===== src/rtl/registrador_pkg.sv =====
// Shared types and constants for the packing-register controller.
// T codes, FSM states, op flags and the shadow packing rule live here.
package registrador_pkg;

   localparam int unsigned LOAD_W   = 5;
   localparam int unsigned SHADOW_W = 6;

   localparam logic [1:0] T_RESET = 2'b00;
   localparam logic [1:0] T_LOAD  = 2'b01;
   localparam logic [1:0] T_HOLD  = 2'b10;

   typedef enum logic [2:0] {
      S_CLR0  = 3'd0,
      S_IDLE  = 3'd1,
      S_CLEAR = 3'd2,
      S_LOAD  = 3'd3,
      S_DONE  = 3'd4
   } state_t;

   typedef enum logic {
      OP_CLEAR = 1'b0,
      OP_LOAD  = 1'b1
   } op_t;

   // The register stores the MSB of the load word above an always-zero bit.
   function automatic logic [SHADOW_W-1:0] pack_shadow(input logic [LOAD_W-1:0] d);
      return {d[4], 1'b0, d[3:0]};
   endfunction

endpackage


===== src/rtl/rr_arbiter.sv =====
// Combinational round-robin arbiter: search starts at ptr and wraps upward.
module rr_arbiter #(
   parameter int unsigned N = 3,
   localparam int unsigned IDX_W = (N > 1) ? $clog2(N) : 1
) (
   input  logic [N-1:0]     req,
   input  logic [IDX_W-1:0] ptr,
   output logic [N-1:0]     gnt,
   output logic [IDX_W-1:0] idx,
   output logic             any
);

   localparam int unsigned SUM_W = IDX_W + 1;

   logic [2*N-1:0] dbl;
   logic [N-1:0]   rot;
   logic [SUM_W-1:0] sum;

   // Rotate so bit 0 is the pointer position; the lowest set offset wins.
   always_comb begin
      dbl = {req, req} >> ptr;
      rot = dbl[N-1:0];
      sum = '0;
      for (int i = N - 1; i >= 0; i--) begin
         if (rot[i]) begin
            sum = {1'b0, ptr} + SUM_W'(i);
         end
      end
      if (sum >= SUM_W'(N)) begin
         sum = sum - SUM_W'(N);
      end
      any = |rot;
      idx = sum[IDX_W-1:0];
      gnt = any ? (N'(1) << idx) : '0;
   end

endmodule


===== src/rtl/registrador_ctrl.sv =====
// Sequences the packing register's in/T pins, arbitrates loads among requesters
// round-robin, services clear requests and tracks the register value in a shadow.
module registrador_ctrl
   import registrador_pkg::*;
#(
   parameter int unsigned N_REQ  = 3,
   parameter int unsigned DATA_W = 5
) (
   input  logic                      clk,
   input  logic                      reset,
   input  logic [N_REQ-1:0]          req,
   input  logic [N_REQ*DATA_W-1:0]   req_data,
   input  logic                      clr_req,
   output logic [N_REQ-1:0]          grant,
   output logic                      clr_ack,
   output logic [DATA_W-1:0]         reg_in,
   output logic [1:0]                reg_t,
   output logic                      busy,
   output logic [SHADOW_W-1:0]       shadow
);

   localparam int unsigned IDX_W = (N_REQ > 1) ? $clog2(N_REQ) : 1;

   state_t               state_q, state_d;
   op_t                  op_q, op_d;
   logic [IDX_W-1:0]     win_q, win_d;
   logic [IDX_W-1:0]     ptr_q, ptr_d;
   logic [DATA_W-1:0]    data_q, data_d;
   logic [N_REQ-1:0]     grant_q, grant_d;
   logic                 clr_ack_q, clr_ack_d;
   logic [DATA_W-1:0]    reg_in_q, reg_in_d;
   logic [1:0]           reg_t_q, reg_t_d;
   logic                 busy_q, busy_d;
   logic [SHADOW_W-1:0]  shadow_q, shadow_d;

   logic [N_REQ-1:0]     arb_gnt;
   logic [IDX_W-1:0]     arb_idx;
   logic                 arb_any;
   logic [DATA_W-1:0]    win_data;

   rr_arbiter #(.N(N_REQ)) u_arb (
      .req (req),
      .ptr (ptr_q),
      .gnt (arb_gnt),
      .idx (arb_idx),
      .any (arb_any)
   );

   // Winner's data, selected by the one-hot grant.
   always_comb begin
      win_data = '0;
      for (int i = 0; i < N_REQ; i++) begin
         if (arb_gnt[i]) begin
            win_data = req_data[i*DATA_W +: DATA_W];
         end
      end
   end

   // Next state and registered outputs, computed for the state being entered.
   always_comb begin
      state_d   = state_q;
      op_d      = op_q;
      win_d     = win_q;
      ptr_d     = ptr_q;
      data_d    = data_q;
      grant_d   = '0;
      clr_ack_d = 1'b0;
      reg_in_d  = reg_in_q;
      reg_t_d   = T_HOLD;
      shadow_d  = shadow_q;
      case (state_q)
         S_CLR0: begin
            state_d = S_IDLE;
         end
         S_IDLE: begin
            if (clr_req) begin
               state_d = S_CLEAR;
               op_d    = OP_CLEAR;
               reg_t_d = T_RESET;
            end else if (arb_any) begin
               state_d  = S_LOAD;
               op_d     = OP_LOAD;
               win_d    = arb_idx;
               data_d   = win_data;
               reg_in_d = win_data;
               reg_t_d  = T_LOAD;
            end
         end
         S_CLEAR: begin
            state_d   = S_DONE;
            shadow_d  = '0;
            clr_ack_d = 1'b1;
         end
         S_LOAD: begin
            state_d  = S_DONE;
            shadow_d = pack_shadow(data_q);
            grant_d  = N_REQ'(1) << win_q;
         end
         S_DONE: begin
            state_d = S_IDLE;
            if (op_q == OP_LOAD) begin
               ptr_d = (win_q == IDX_W'(N_REQ - 1)) ? '0 : win_q + IDX_W'(1);
            end
         end
         default: begin
            state_d = S_CLR0;
            reg_t_d = T_RESET;
         end
      endcase
      busy_d = (state_d != S_IDLE);
   end

   always_ff @(posedge clk) begin
      if (reset) begin
         state_q   <= S_CLR0;
         op_q      <= OP_CLEAR;
         win_q     <= '0;
         ptr_q     <= '0;
         data_q    <= '0;
         grant_q   <= '0;
         clr_ack_q <= 1'b0;
         reg_in_q  <= '0;
         reg_t_q   <= T_RESET;
         busy_q    <= 1'b1;
         shadow_q  <= '0;
      end else begin
         state_q   <= state_d;
         op_q      <= op_d;
         win_q     <= win_d;
         ptr_q     <= ptr_d;
         data_q    <= data_d;
         grant_q   <= grant_d;
         clr_ack_q <= clr_ack_d;
         reg_in_q  <= reg_in_d;
         reg_t_q   <= reg_t_d;
         busy_q    <= busy_d;
         shadow_q  <= shadow_d;
      end
   end

   assign grant   = grant_q;
   assign clr_ack = clr_ack_q;
   assign reg_in  = reg_in_q;
   assign reg_t   = reg_t_q;
   assign busy    = busy_q;
   assign shadow  = shadow_q;

endmodule

===== config.mk =====
export PLATFORM = sky130hd
export DESIGN_NAME = registrador_ctrl
export DESIGN_NICKNAME = d
export VERILOG_FILES = /design/src/rtl/registrador_pkg.sv /design/src/rtl/rr_arbiter.sv /design/src/rtl/registrador_ctrl.sv
export SDC_FILE = /design/constraint.sdc
export NUM_CORES = 1
export LEC_CHECK = 0
export ABC_AREA = 1
export CAP_MARGIN = 25
export CORE_MARGIN = 4
export CORE_UTILIZATION = 30
export DETAILED_ROUTE_END_ITERATION = 7
export SETUP_SLACK_MARGIN = 0.02
export SLEW_MARGIN = 10
export SYNTH_ARGS = -nofsm -noshare
export SYNTH_HDL_FRONTEND = slang
export SYNTH_SLANG_ARGS = --single-unit

===== constraint.sdc =====
create_clock -name clk -period 7.07 [get_ports clk]
set_clock_uncertainty 0.15 [all_clocks]
set_input_delay 1.414 -clock clk [delete_from_list [all_inputs] [get_ports clk]]
set_output_delay 1.414 -clock clk [all_outputs]
set_load 0.03 [all_outputs]

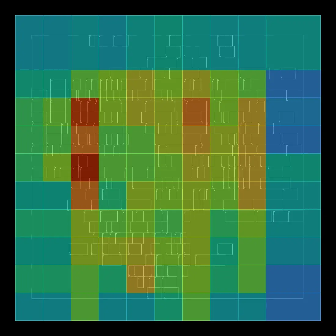
*Routing congestion map*
fin util: 41.78%
busiest layer in global routing: met2

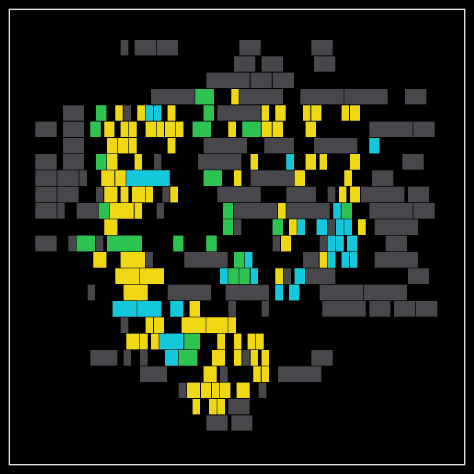
*Gate families picked out*
Scale: 6 px per um.
green -> aoi and oai cells  # cells 22, where middle
yellow -> nand cells  # cells 85
cyan -> nor cells  # cells 27

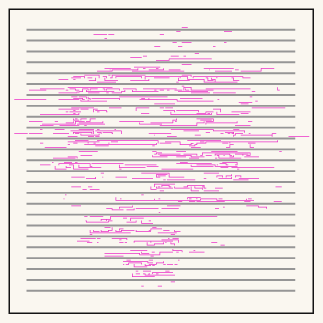
*Signal wires on met1*
Scale: 4 px per um. Supply wires on this layer in grey.
longest straight run = 26.7 um
share of all routed wire = 50%
wire length on this layer = 1450 um
main direction = horizontal
nets with wire on the layer = 224

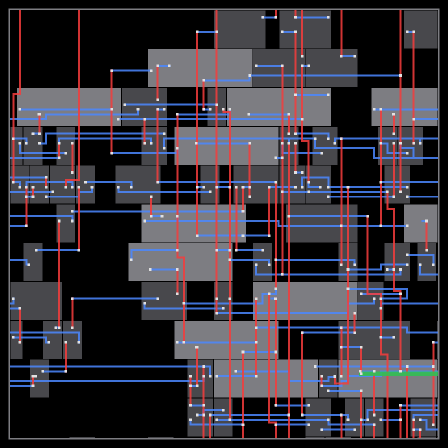
*Layout detail*
Region (23, 38) to (53, 68) um. Cells in grey, sequential cells in the stronger grey; small squares are vias.
green -> metal 3
blue -> metal 1
red -> metal 2
cells with their middle in the window = 60
most frequent = nand2_1 (15), dfxtp_1 (11), nand3_1 (9)
netlist names of flops here include = reg_in (5), shadow (2), state_q (2)
sequential cells in the window = 11

==> results_tabular.tex <==
% Yosys + OpenROAD metrics
\begin{tabular}{lr}
\hline
Metric & Value \\
\hline
\multicolumn{2}{l}{\textbf{CTS}} \\
Clock transition at the register clock pins on the worst setup and hold paths after CTS & approximately 0.090 ns \\
Cts-stage hold buffer count & 0 \\
Num CTS Buffers & 3 \\
\multicolumn{2}{l}{\textbf{Drt}} \\
Final Routed Wirelength & 2925 um \\
\multicolumn{2}{l}{\textbf{Cells and area}} \\
Count of fill cells added during filler insertion & roughly 460 \\
Reg area & $\sim$500 um\^{}2 \\
\multicolumn{2}{l}{\textbf{Logic synthesis}} \\
Synthesized cell area & between 0.001 and 0.0015 mm\^{}2 \\
Biggest combinational cell group after synthesis & simple AND/OR/NAND/NOR gates \\
Synthesized instance count & about 190 \\
Flip-flop cell with the highest count after synthesis & dfxtp\_1 \\
Number of unique standard cell types used by synthesis & 26 \\
Max-area cell share & around 36\% \\
Post-synth seq share & between 30\% and 40\% \\
Number of synthesized flops with an enable pin & 0 \\
\multicolumn{2}{l}{\textbf{Critical path}} \\
Startpoint type of the worst setup path & input pin \\
Worst path required time & around 7.1 ns \\
Critical path endpoint category & register \\
\multicolumn{2}{l}{\textbf{Die}} \\
Die area & about 0.0057 mm\^{}2 \\
\multicolumn{2}{l}{\textbf{Placed design}} \\
Cell count after placement & roughly 280 \\
\multicolumn{2}{l}{\textbf{Job}} \\
Max-cap check violation count & 0 \\
\multicolumn{2}{l}{\textbf{Status}} \\
Outcome & complete, no violations \\
\multicolumn{2}{l}{\textbf{Timing}} \\
Hold Vio Cnt, Final & 0 \\
\multicolumn{2}{l}{\textbf{Global routing}} \\
Total global routing overflow & 0 \\
\hline
\end{tabular}
-- area by class of cell --
class,instances,share of cell area (%)
multi-input cells,137,40.92
flip-flops and latches,25,27.32
repair buffers,37,20.22
inverters,26,5.328
well taps,52,3.552
clock buffers,3,2.254
clock inverters,1,0.4098
-- power breakdown --
part | switching (mW) | total [mW] | internal, mW
registers | 0.00889 | 0.161 | 0.152
clock network | 0.0444 | 0.0843 | 0.0399
logic | 0.0653 | 0.109 | 0.0433
-- layout by cell type, fill, tap and decap left out, types with 3 or more instances in the layout --
cell type,count
clkdlybuf4s50_1,37
nor2_1,16
nor3_1,5
nand2_1,46
nand2_4,6
a21oi_2,5
nand3_1,22
dfxtp_1,25
nand4_1,4
inv_1,23
nor2_4,3
o21ai_0,9
clkbuf_8,3
a21oi_1,5
nand2_2,6
-- layer usage --
| layer | share of wire (%) | wire [um] | vias to the layer above | global-route usage [%] |
|---|---|---|---|---|
| li1 | - | - | 683 | - |
| met5 | 0 | 0 | - | 0 |
| met3 | 5.6 | 165 | 2 | 1.979 |
| met4 | 0.79 | 23 | 0 | 4.272 |
| met2 | 44 | 1284 | 25 | 17.45 |
| met1 | 50 | 1452 | 545 | 15.56 |
-- per-stage QoR --
stage / power [mW] / cell area (um^2) / worst slack (ns)
global route: 0.3766 / 1832 / 3.211
global placement: 0.2727 / 1783 / 3.223
CTS: 0.3581 / 1832 / 3.446
finish: 0.3536 / 1832 / 3.467
detailed placement: 0.2733 / 1783 / 3.170
floorplan: 0.2378 / 1373 / 3.872
-- worst max-delay path: cells and delay by family --
family | cells | cell delay (ns)
buffers and inverters | 1 | 0.50
AND-OR/OR-AND | 1 | 0.10
adder cells (fa/ha/maj) | 1 | 0.21
AND/OR/NAND/NOR | 15 | 1.43
Power figures rest on the tool's default switching activity, not on a simulated workload.
